==> config.mk <==
export PLATFORM = sky130hd
export DESIGN_NAME = reg_file_arbiter
export DESIGN_NICKNAME = d
export VERILOG_FILES = /design/src/rtl/reg_file_arbiter.sv
export SDC_FILE = /design/constraint.sdc
export NUM_CORES = 1
export LEC_CHECK = 0
export CORE_MARGIN = 8
export CORE_UTILIZATION = 47
export CTS_BUF_LIST = sky130_fd_sc_hd__clkbuf_2
export DETAILED_ROUTE_END_ITERATION = 6
export PLACE_DENSITY = 0.68
export SYNTH_ARGS = -nofsm -noshare
export SYNTH_HDL_FRONTEND = slang
export SYNTH_SLANG_ARGS = --single-unit
==> constraint.sdc <==
create_clock -name clk -period 1.9 [get_ports clk]
set_input_delay 0.38 -clock clk [delete_from_list [all_inputs] [get_ports clk]]
set_output_delay 0.38 -clock clk [all_outputs]
set_load 0.05 [all_outputs]
==> src/rtl/reg_file_arbiter.sv <==
// Two-requester arbiter in front of a shared 8 x 16-bit register bank.
// Define REG_ARB_ROUND_ROBIN_EN for round-robin tie-break (default: A wins).
module reg_file_arbiter (
  input  logic        clk,
  input  logic        reset,
  input  logic        req_a,
  input  logic        req_b,
  input  logic        we_a,
  input  logic        we_b,
  input  logic [2:0]  addr_a,
  input  logic [2:0]  addr_b,
  input  logic [15:0] wdata_a,
  input  logic [15:0] wdata_b,
  output logic        gnt_a,
  output logic        gnt_b,
  output logic        rvalid_a,
  output logic        rvalid_b,
  output logic [15:0] rdata_a,
  output logic [15:0] rdata_b,
  output logic        busy
);

  typedef enum logic [1:0] {
    IDLE,
    ACCESS,
    DONE
  } state_t;

  state_t      state_q;
  state_t      state_d;

  logic [15:0] bank_q [8];

  logic        win_b_q;
  logic        we_q;
  logic [2:0]  addr_q;
  logic [15:0] wdata_q;

  logic        any_req;
  logic        pick_b;
  logic        latch_en;
  logic        bank_we;
  logic        cap_a;
  logic        cap_b;
  logic        finish;

  assign any_req = req_a | req_b;

`ifdef REG_ARB_ROUND_ROBIN_EN
  logic        last_b_q;

  // On a tie, hand the bank to whoever did not win last time.
  assign pick_b = req_b & (~req_a | ~last_b_q);

  always_ff @(posedge clk) begin
    if (reset) begin
      last_b_q <= 1'b1;
    end else if (finish) begin
      last_b_q <= win_b_q;
    end
  end
`else
  assign pick_b = req_b & ~req_a;
`endif

  always_ff @(posedge clk) begin
    if (reset) begin
      state_q <= IDLE;
    end else begin
      state_q <= state_d;
    end
  end

  always_comb begin
    state_d  = state_q;
    latch_en = 1'b0;
    bank_we  = 1'b0;
    cap_a    = 1'b0;
    cap_b    = 1'b0;
    finish   = 1'b0;
    unique case (state_q)
      IDLE: begin
        if (any_req) begin
          latch_en = 1'b1;
          state_d  = ACCESS;
        end
      end
      ACCESS: begin
        bank_we = we_q;
        cap_a   = ~we_q & ~win_b_q;
        cap_b   = ~we_q & win_b_q;
        finish  = 1'b1;
        state_d = DONE;
      end
      DONE: begin
        state_d = IDLE;
      end
      default: begin
        state_d = IDLE;
      end
    endcase
  end

  // The in-flight request is frozen here so later input changes cannot leak in.
  always_ff @(posedge clk) begin
    if (reset) begin
      win_b_q <= 1'b0;
      we_q    <= 1'b0;
      addr_q  <= '0;
      wdata_q <= '0;
    end else if (latch_en) begin
      win_b_q <= pick_b;
      we_q    <= pick_b ? we_b : we_a;
      addr_q  <= pick_b ? addr_b : addr_a;
      wdata_q <= pick_b ? wdata_b : wdata_a;
    end
  end

  always_ff @(posedge clk) begin
    if (reset) begin
      for (int i = 0; i < 8; i++) begin
        bank_q[i] <= '0;
      end
    end else if (bank_we) begin
      bank_q[addr_q] <= wdata_q;
    end
  end

  always_ff @(posedge clk) begin
    if (reset) begin
      gnt_a    <= 1'b0;
      gnt_b    <= 1'b0;
      rvalid_a <= 1'b0;
      rvalid_b <= 1'b0;
    end else begin
      gnt_a    <= finish & ~win_b_q;
      gnt_b    <= finish & win_b_q;
      rvalid_a <= cap_a;
      rvalid_b <= cap_b;
    end
  end

  always_ff @(posedge clk) begin
    if (reset) begin
      rdata_a <= '0;
      rdata_b <= '0;
    end else begin
      if (cap_a) begin
        rdata_a <= bank_q[addr_q];
      end
      if (cap_b) begin
        rdata_b <= bank_q[addr_q];
      end
    end
  end

  assign busy = (state_q != IDLE);

endmodule

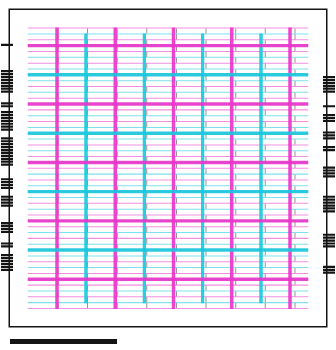
floorplan.png
Scale bar: 50 microns. Pins as bars on the die edge. Tap cells in gray.
[VSS] magenta
[VDD] cyan
rows: 48
met4 straps: 9
tap cells: 225
met5 straps: 9

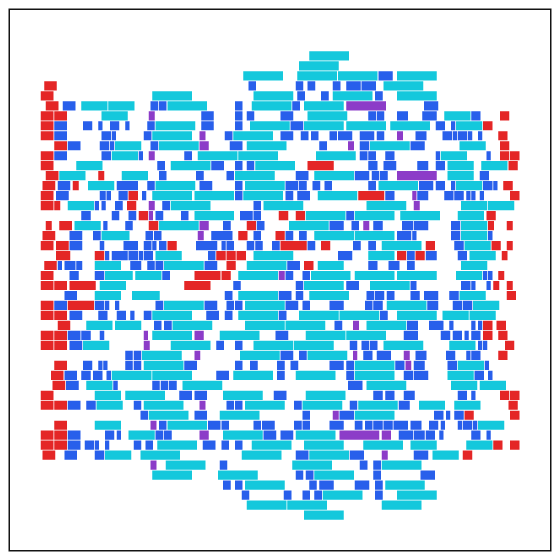
class_map.png
[registers] cyan | cells: 190
[remaining buffers and delay cells] red | cells: 108
[clock drivers and dummy loads] purple | cells: 32
[remaining logic cells] blue | cells: 393

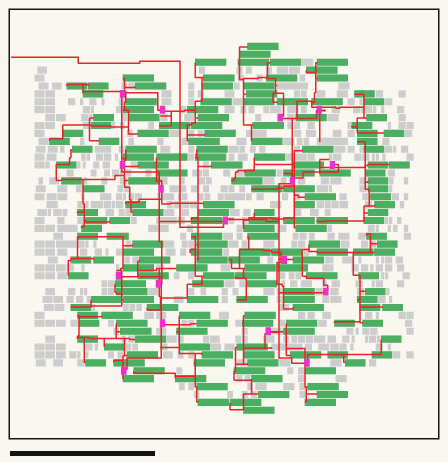
clock_wires.png
Scale bar: 50 microns.
[clock wires] red | length: 1940 microns
[clock-net drivers] magenta | count: 17
[flip-flops] green | count: 190
routed clock nets: 18

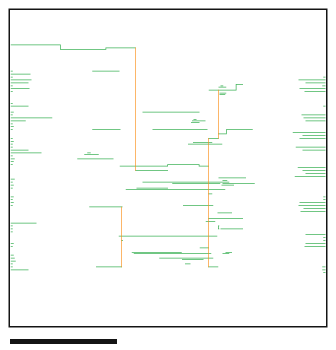
layers.png
Scale bar: 50 microns. Only two layers are drawn.
[M4] orange | wire length: 167 microns
[M3] green | wire length: 1100 microns

==> run notes <==
fresh numbers from the pnr run: run status finished, final reports clean, Critical Path End busy, RR Startpoint state_q[0]$_SDFFE_PP0P_, CTS Root Cell clkbuf_2, count of routing violations after the opening detailed-route iteration 290, worst rel slew slack 0.568, cell type of the slowest stage on the worst timing path dfxtp_2, most frequent cells after synthesis and2_1 (129), edfxtp_1 (128), dfxtp_1 (62), nor2_1 (59), mux2i_1 (53), number of buffers created by CTS 17, Comb gates 391, First-pass DRT Iterations 5, GRT met3 Usage 0.0440, peak per-stage delay on the critical path 390 ps, layout buffering overhead excluding clock cells 0.104, vias per inst 5.22, required arrival time at the worst endpoint 1520 ps, gpl congestion 0.788, met1 layer usage reported by global route 0.227, kind of path behind the tightest hold check in -> reg, die width 147 microns, combined buffer and inverter count along the critical path 2, Detailed Route WL 16.7 mm, total via count in the routed design 4951, Inst Count DP 914, slew at the pin closest to its max-slew limit 646 ps, total power divided by cell area 848 nW/um^2, flop2flop setup slack 80 ps, top-count cell post-synth and2_1, Yosys Instances 624, Seq. cell area 5090 sq um, Antenna diodes 1, post-synthesis share of cell area spent on and, or, nand and nor gates 0.155, end of the worst register-to-register path bank_q[7][9]$_SDFFCE_PN0P_, Total GRT Usage 0.160, xor and xnor area share after synthesis 0, Hold EP win_b_q$_SDFFE_PP0P_, Main area contributors edfxtp_1 (48%), dfxtp_1 (15%), and2_1 (10%), setup repair after global routing missed its margin true, inverter tally of the final layout excluding the clock network 2, reported max-cap violation count 0, static leakage power 3.47 nW, proportion of cell area occupied by registers 0.540, quantity of I/O buffers inserted on ports 80, tapcells inserted 225, ratio of final minimum period to clock period 0.967, initial antenna violation count 1, post-synthesis cell count 624, Core Box Area 17100 sq um, Pre-Place Util 0.474, VDD IR max 403 uV, row cnt 48, clock network latency to the later pin of the worst-skew pair 760 ps, mux frac, synth 0.109, Non-CTS buffers 108, multi-input logic portion of the cell area 0.300, final std cells w/o fill 949, part of the total power dissipated in the clock network 0.252, number of cells traversed by the worst hold path 3, achievable frequency 0.544 GHz, R2R cell count 5, filler instances 1439, clock network area share 0.0257, worst-case setup margin in the final layout 63.3 ps, metal1 wirelength 8.27 mm, Crit. path cell count 3, launch point of the critical path state_q[1]$_SDFFE_PP0P_, HPWL after DPL 12.2 mm, total power of the final layout 8.00 mW, Critical Path End Type output port, kind of cell adding the most delay to the critical path flip-flops, number of sequential cells in the layout 190, drc violations 0, number of enable flip-flop cells 128
power groups by stage:
stage | combinational, mW | clock, mW | sequential (mW)
6_report | 1.21 | 2.01 | 4.78
5_1_grt | 1.30 | 2.22 | 4.82
4_1_cts | 1.20 | 2.06 | 4.78
3_5_place_dp | 1.21 | 0 | 4.87
3_3_place_gp | 1.19 | 0 | 4.86
2_1_floorplan | 0.651 | 0 | 4.96
cell usage in the layout, fill, tap and decap left out, types with 7 or more instances in the layout:
cell and instances:
a211oi_1 52, a22oi_1 16, and2_1 129, buf_12 7, buf_2 11, buf_4 39, clkbuf_2 19, clkbuf_4 8
clkdlybuf4s50_1 42, dfxtp_1 59, edfxtp_1 128, mux2_2 31, mux2i_1 53, nor2_1 56, nor2_2 8, o221ai_1 14
or2_2 9
Power figures rest on the tool's default switching activity, not on a simulated workload.
